<file path="src/rtl/game_pkg.sv">
// Shared types and widths for the runner-game control slice.
package game_pkg;

    typedef enum logic [1:0] {
        ST_IDLE = 2'd0,
        ST_RUN  = 2'd1,
        ST_OVER = 2'd2
    } state_t;

    localparam int SPEED_W = 4;
    localparam int POS_W   = 6;
    localparam int SCORE_W = 14;

    localparam logic [SCORE_W-1:0] SCORE_MAX = 14'd9999;

endpackage

</file>
<file path="src/rtl/game_ctrl_if.sv">
// Button/collision inputs and game-state outputs between game_ctrl and the datapath.
interface game_ctrl_if;
    import game_pkg::*;

    logic               btn_jump;
    logic               collision;
    logic               game_status;
    logic               game_over;
    logic [SPEED_W-1:0] speed;
    logic [POS_W-1:0]   ground_position;
    logic [SCORE_W-1:0] score;
    logic               tick;
    logic               jump_start;

    modport master (
        input  btn_jump, collision,
        output game_status, game_over, speed, ground_position, score, tick, jump_start
    );

    modport slave (
        output btn_jump, collision,
        input  game_status, game_over, speed, ground_position, score, tick, jump_start
    );

endinterface

</file>
<file path="src/rtl/game_ctrl_tick_gen.sv">
// Free-running divider: one-cycle registered pulse every TICK_DIV clocks.
module tick_gen #(
    parameter int unsigned TICK_DIV = 500000
) (
    input  logic CLK,
    input  logic RST,
    output logic tick
);

    localparam int unsigned CW = $clog2(TICK_DIV);
    localparam logic [CW-1:0] LAST = CW'(TICK_DIV - 1);

    logic [CW-1:0] r_cnt;
    logic          r_tick;

    always_ff @(posedge CLK) begin
        if (RST) begin
            r_cnt  <= '0;
            r_tick <= 1'b0;
        end else begin
            r_tick <= (r_cnt == LAST);
            r_cnt  <= (r_cnt == LAST) ? '0 : r_cnt + 1'b1;
        end
    end

    assign tick = r_tick;

endmodule

</file>
<file path="src/rtl/game_ctrl.sv">
// Game sequencer: IDLE/RUN/OVER state machine, scoring, speed ramp and ground scroll.
module game_ctrl
    import game_pkg::*;
#(
    parameter int unsigned TICK_DIV   = 500000,
    parameter int unsigned SPEED_INIT = 4,
    parameter int unsigned SPEED_MAX  = 15,
    parameter int unsigned SCORE_STEP = 100,
    parameter int unsigned HOLDOFF    = 50
) (
    input  logic       CLK,
    input  logic       RST,
    game_ctrl_if.master bus
);

    localparam int unsigned HW = (HOLDOFF < 1) ? 1 : $clog2(HOLDOFF + 1);
    localparam int unsigned SW = $clog2(SCORE_STEP + 1);

    localparam logic [SPEED_W-1:0] SPD_INIT  = SPEED_W'(SPEED_INIT);
    localparam logic [SPEED_W-1:0] SPD_MAX   = SPEED_W'(SPEED_MAX);
    localparam logic [HW-1:0]      HOLD_MAX  = HW'(HOLDOFF);
    localparam logic [SW-1:0]      STEP_LAST = SW'(SCORE_STEP - 1);

    state_t             r_state;
    state_t             w_state_next;
    logic               r_btn_prev;
    logic               r_jump;
    logic [SPEED_W-1:0] r_speed;
    logic [POS_W-1:0]   r_pos;
    logic [SCORE_W-1:0] r_score;
    logic [SW-1:0]      r_step;
    logic [HW-1:0]      r_holdoff;

    logic w_tick;
    logic w_rise;
    logic w_start;
    logic w_advance;
    logic w_jump;

    tick_gen #(.TICK_DIV(TICK_DIV)) u_tick_gen (
        .CLK  (CLK),
        .RST  (RST),
        .tick (w_tick)
    );

    assign w_rise = bus.btn_jump & ~r_btn_prev;

    always_ff @(posedge CLK) begin
        if (RST) r_state <= ST_IDLE;
        else     r_state <= w_state_next;
    end

    // Collision in RUN pre-empts both the tick update and any jump request.
    always_comb begin
        w_state_next = r_state;
        w_start      = 1'b0;
        w_advance    = 1'b0;
        w_jump       = 1'b0;
        case (r_state)
            ST_IDLE: begin
                if (w_rise) begin
                    w_state_next = ST_RUN;
                    w_start      = 1'b1;
                end
            end
            ST_RUN: begin
                if (bus.collision) begin
                    w_state_next = ST_OVER;
                end else begin
                    w_advance = w_tick;
                    w_jump    = w_rise;
                end
            end
            ST_OVER: begin
                if (w_rise && (r_holdoff == HOLD_MAX)) begin
                    w_state_next = ST_RUN;
                    w_start      = 1'b1;
                end
            end
            default: w_state_next = ST_IDLE;
        endcase
    end

    always_ff @(posedge CLK) begin
        if (RST) begin
            r_btn_prev <= 1'b0;
            r_jump     <= 1'b0;
            r_speed    <= SPD_INIT;
            r_pos      <= '0;
            r_score    <= '0;
            r_step     <= '0;
            r_holdoff  <= '0;
        end else begin
            r_btn_prev <= bus.btn_jump;
            r_jump     <= w_jump;
            if (w_start) begin
                r_speed   <= SPD_INIT;
                r_pos     <= '0;
                r_score   <= '0;
                r_step    <= '0;
                r_holdoff <= '0;
            end else if (w_advance) begin
                r_pos   <= r_pos + POS_W'(r_speed);
                r_score <= (r_score == SCORE_MAX) ? r_score : r_score + 1'b1;
                if (r_step == STEP_LAST) begin
                    r_step  <= '0;
                    r_speed <= (r_speed >= SPD_MAX) ? r_speed : r_speed + 1'b1;
                end else begin
                    r_step <= r_step + 1'b1;
                end
            end else if ((r_state == ST_OVER) && w_tick && (r_holdoff != HOLD_MAX)) begin
                r_holdoff <= r_holdoff + 1'b1;
            end
        end
    end

    assign bus.game_status     = (r_state == ST_RUN);
    assign bus.game_over       = (r_state == ST_OVER);
    assign bus.speed           = r_speed;
    assign bus.ground_position = r_pos;
    assign bus.score           = r_score;
    assign bus.tick            = w_tick;
    assign bus.jump_start      = r_jump;

endmodule

</file>
<file path="src/flat_wrapper.sv">
// flat-port wrapper written by rule: the top's interface ports become plain ports
module game_ctrl_flat import game_pkg::*;
#(
    parameter int unsigned TICK_DIV   = 500000,
    parameter int unsigned SPEED_INIT = 4,
    parameter int unsigned SPEED_MAX  = 15,
    parameter int unsigned SCORE_STEP = 100,
    parameter int unsigned HOLDOFF    = 50
)
  (CLK, RST, bus_btn_jump, bus_collision, bus_game_status, bus_game_over, bus_speed, bus_ground_position, bus_score, bus_tick, bus_jump_start);
  game_ctrl_if bus_i ();
  input  logic CLK;
  input  logic RST;
  input wire logic [$bits(bus_i.btn_jump)-1:0] bus_btn_jump;
  input wire logic [$bits(bus_i.collision)-1:0] bus_collision;
  output wire logic [$bits(bus_i.game_status)-1:0] bus_game_status;
  output wire logic [$bits(bus_i.game_over)-1:0] bus_game_over;
  output wire logic [$bits(bus_i.speed)-1:0] bus_speed;
  output wire logic [$bits(bus_i.ground_position)-1:0] bus_ground_position;
  output wire logic [$bits(bus_i.score)-1:0] bus_score;
  output wire logic [$bits(bus_i.tick)-1:0] bus_tick;
  output wire logic [$bits(bus_i.jump_start)-1:0] bus_jump_start;
  assign bus_i.btn_jump = bus_btn_jump;
  assign bus_i.collision = bus_collision;
  assign bus_game_status = bus_i.game_status;
  assign bus_game_over = bus_i.game_over;
  assign bus_speed = bus_i.speed;
  assign bus_ground_position = bus_i.ground_position;
  assign bus_score = bus_i.score;
  assign bus_tick = bus_i.tick;
  assign bus_jump_start = bus_i.jump_start;
  game_ctrl #(.TICK_DIV(TICK_DIV), .SPEED_INIT(SPEED_INIT), .SPEED_MAX(SPEED_MAX), .SCORE_STEP(SCORE_STEP), .HOLDOFF(HOLDOFF)) u_core (.CLK(CLK), .RST(RST), .bus(bus_i));
endmodule
</file>
<file path="config.mk">
export PLATFORM = sky130hd
export DESIGN_NAME = game_ctrl_flat
export DESIGN_NICKNAME = d
export VERILOG_FILES = /design/src/rtl/game_pkg.sv /design/src/rtl/game_ctrl_if.sv /design/src/rtl/game_ctrl_tick_gen.sv /design/src/rtl/game_ctrl.sv /design/src/flat_wrapper.sv
export SDC_FILE = /design/constraint.sdc
export NUM_CORES = 1
export LEC_CHECK = 0
export ABC_AREA = 1
export CAP_MARGIN = 30
export CORE_MARGIN = 2
export CORE_UTILIZATION = 60
export CTS_CLUSTER_DIAMETER = 80
export DETAILED_ROUTE_END_ITERATION = 12
export GPL_ROUTABILITY_DRIVEN = 0
export PLACE_DENSITY = 0.81
export SYNTH_ARGS = -nofsm -noshare
export SYNTH_HDL_FRONTEND = slang
export SYNTH_HIERARCHICAL = 1
export SYNTH_SLANG_ARGS = --single-unit
</file>
<file path="constraint.sdc">
create_clock -name CLK -period 4.3 [get_ports CLK]
set_clock_uncertainty 0.2 [all_clocks]
set_input_delay 0.43 -clock CLK [delete_from_list [all_inputs] [get_ports CLK]]
set_output_delay 0.43 -clock CLK [all_outputs]
set_load 0.02 [all_outputs]
</file>
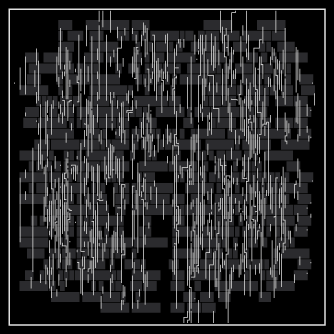
Run 1: signal wires on met2
(4 px per micron)
wire length on this layer	3,080 microns
longest straight run	35.2 microns
Routed Wire Length: 6512 microns
vias: 2,969
GR met2 Demand/Resource: 37.52%

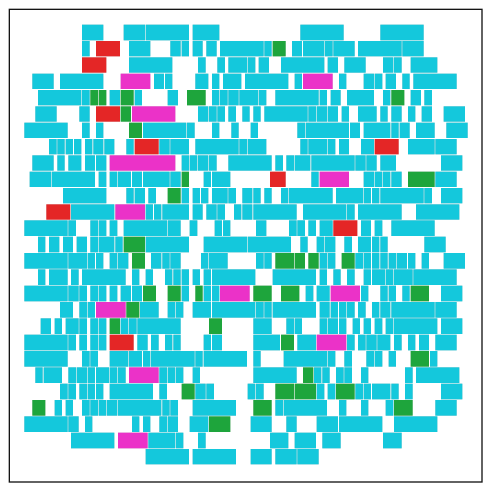
Run 1: cell sizes after repair
(6 px per micron)
colour	size	cells	share
magenta	_6 and larger	12	2.4%
cyan	_0 and _1 cells	446	88%
green	_2 cells	37	7.3%
red	_3 and _4 cells	9	1.8%
Finished Cell Area: 3852 sq um
Non-clk bufs: 32
slack of the critical path: 2.107 ns
Area Growth Syn to Fin: 15.58%

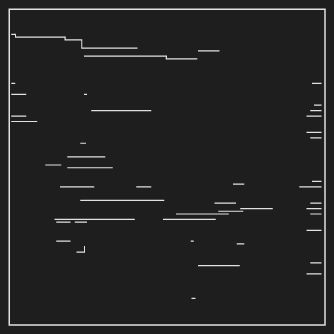
Run 1: metal 3
(4 px per micron)
main direction	horizontal
longest straight run	20.7 microns
share of all routed wire	4.4%
met3 usage: 3.448%

==> reports/qor.yml, run 1 <==
logic_synthesis:
  synth.cellmix.compoundShare_pct: 7.658
  synth.avg_cell_area_sq_um: 7.199
  yosys_warnings: 6
  common_cells: "nand2_1, nor2_1, dfxtp_1"
  yosysSeqAreaShare_pct: 36.64
  ys_sh_adder_pct: 4.354
  synth-async-reset-ratio_pct: 0
  edf_count: 0
  ff_type: "dfxtp_1"
global_route:
  use_met1_pct: 28.87
pwr:
  internal-power_w: 0.0008617
  p_seq_w: 0.000573
  p_total_w: 0.001108
  switchingPower_w: 0.0002465
layout:
  ff_count: 61
  final-instance-count-excl-fill: 576
  nonClkBufAreaFrac_pct: 8.249
  num-clock-buffers: 11
sta:
  rsz0062_at_grt: "no"
  setup_viol: 0
outcome:
  status: "completed"
clock_network:
  cts_buffers: 9
setup_path:
  critical_path.max_fanout: 4
[run 1: state kept, by name (all words and copies together) (netlist names)]
signal                      cells
u_core/u_tick_gen/r_cnt        19
u_core/bus.score               14
u_core/r_step                   7
u_core/bus.ground_position      6
u_core/r_holdoff                6
u_core/bus.speed                4
u_core/r_state                  2
u_core/bus.jump_start           1
u_core/r_btn_prev               1
u_core/u_tick_gen/tick          1
[run 1: path summary, 6_finish.rpt]
check,to,slack [ns],depth (start not counted)
max,bus_game_over,2.11,3
min,u_core/bus.jump_start,0.23,1
max reg2reg,u_core/bus.speed[1],2.18,8
min reg2reg,u_core/bus.jump_start,0.23,1
[run 1: per-layer routing]
metal	up-vias	part of all wire [%]
met5	-	0
met4	0	1.4
met3	10	4.4
met2	65	47
met1	1350	47
li1	1544	-
## Run 2: what changed since run 1
--- a/config.mk
+++ b/config.mk
@@ -8,11 +8,11 @@
 export ABC_AREA = 1
 export CAP_MARGIN = 30
 export CORE_MARGIN = 2
-export CORE_UTILIZATION = 60
+export CORE_UTILIZATION = 52
 export CTS_CLUSTER_DIAMETER = 80
 export DETAILED_ROUTE_END_ITERATION = 12
 export GPL_ROUTABILITY_DRIVEN = 0
-export PLACE_DENSITY = 0.81
+export PLACE_DENSITY = 0.74
 export SYNTH_ARGS = -nofsm -noshare
 export SYNTH_HDL_FRONTEND = slang
 export SYNTH_HIERARCHICAL = 1
==> constraint.sdc (replaced) <==
create_clock -name CLK -period 1.84 [get_ports CLK]
set_clock_uncertainty 0.2 [all_clocks]
set_input_delay 0.184 -clock CLK [delete_from_list [all_inputs] [get_ports CLK]]
set_output_delay 0.184 -clock CLK [all_outputs]
set_load 0.02 [all_outputs]
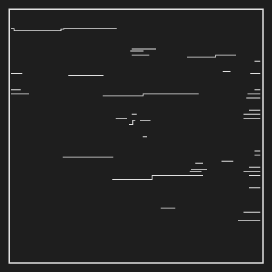
Run 2: metal 3
(3 px per micron)
longest straight run	18.4 microns
share of all routed wire	4.0%
met3 usage: 6.429%
vias: 3,031
Routed Wire Length: 6726 microns

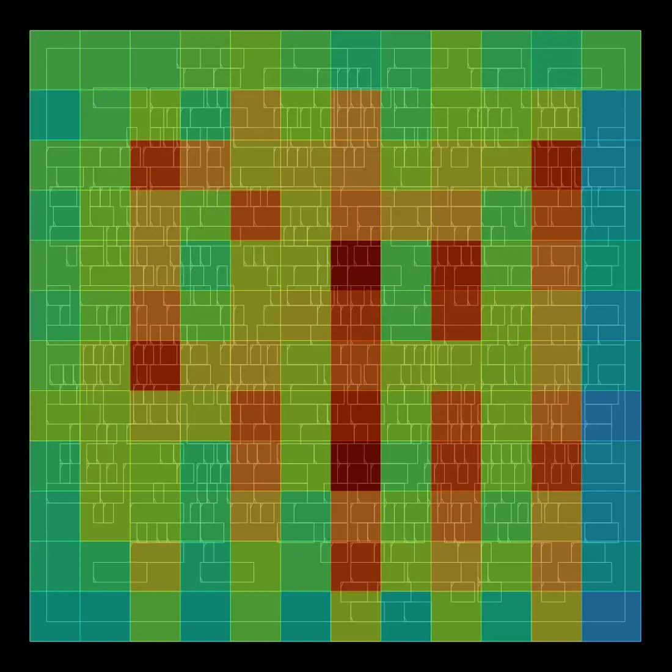
Run 2: routing congestion map
WL/cell: 11.29 microns
met1 usage: 23.49%

==> reports/qor.yml, run 2 <==
layout:
  num-clock-buffers: 14
  ff_count: 61
  buffers: 48
  areaGrowthSynthToFinish_pct: 20.12
  largest_reg_flops: 19
  nonClkBufAreaFrac_pct: 11.62
  final-instance-count-excl-fill: 596
  nFillCells: 568
  top_register: "u_core/u_tick_gen/r_cnt"
  comb.multi_input.count: 350
detailed_routing:
  top_layer: "met4"
  detail_route.iter0.violations: 120
  drt-met1-wl_microns: 3112
  met2WireLength_microns: 3286
  routed-wl-met3_microns: 268
pwr:
  internal-power_w: 0.001957
  switchingPower_w: 0.0005615
  p_seq_w: 0.00134
  leakage_nw: 1.677
logic_synthesis:
  synth.avg_cell_area_sq_um: 7.199
  synth-async-reset-ratio_pct: 0
  yosysSeqAreaShare_pct: 36.64
  edf_count: 0
  ff_type: "dfxtp_1"
  synth.cellmix.compoundShare_pct: 7.658
  ys_sh_adder_pct: 4.354
  yosys_warnings: 6
  fp_nets: 478
  common_cells: "nand2_1, nor2_1, dfxtp_1"
die:
  core_area_sq_um: 6277
worst_hold_path:
  min_path_cells: 3
  min-delay-start: "bus_btn_jump"
setup_path:
  reg2reg_slack_ns: 0.12
  reg2reg_from: "u_core/bus.speed[0]"
  cp.depth: 2
  r2r_cells: 7
  r2r_end: "u_core/bus.ground_position[4]"
  critical_path.max_fanout: 4
  cp-endpoint: "bus_score[0]"
sta:
  rsz0062_at_grt: "no"
clock_network:
  cts_resized: 4
  cts_buffers: 9
global_route:
  met2_usage_pct: 33.77
outcome:
  status: "completed"
-- run 2: cell types whose count changed in the layout (fill, tap and decap cells not counted), sizes merged --
cell / previous run / this run
clkdlybuf4s50: 31 / 19
inv: 44 / 45
clkbuf: 11 / 14
buf: 1 / 17
bufinv: 1 / 0
clkinv: 5 / 1
dlygate4sd2: 0 / 4
dlymetal6s2s: 0 / 8
-- run 2: through the flow --
stage                     utilization, %  worst slack, ns  hold WS, ns  instance area, sq um  total power (W)
after floorplan                        -          0.05572      0.05307                  3333         0.001446
after global placement             60.53          0.05210       0.2142                  3800         0.001470
after detailed placement           60.53         0.002353       0.2169                  3800         0.001472
after CTS                          63.28         0.005179       0.2033                  3973         0.002555
after global routing               63.78       0.00008615       0.2395                  4004         0.002626
final                              63.78          0.07060       0.2150                  4004         0.002518
Power and IR drop assume default switching activity.
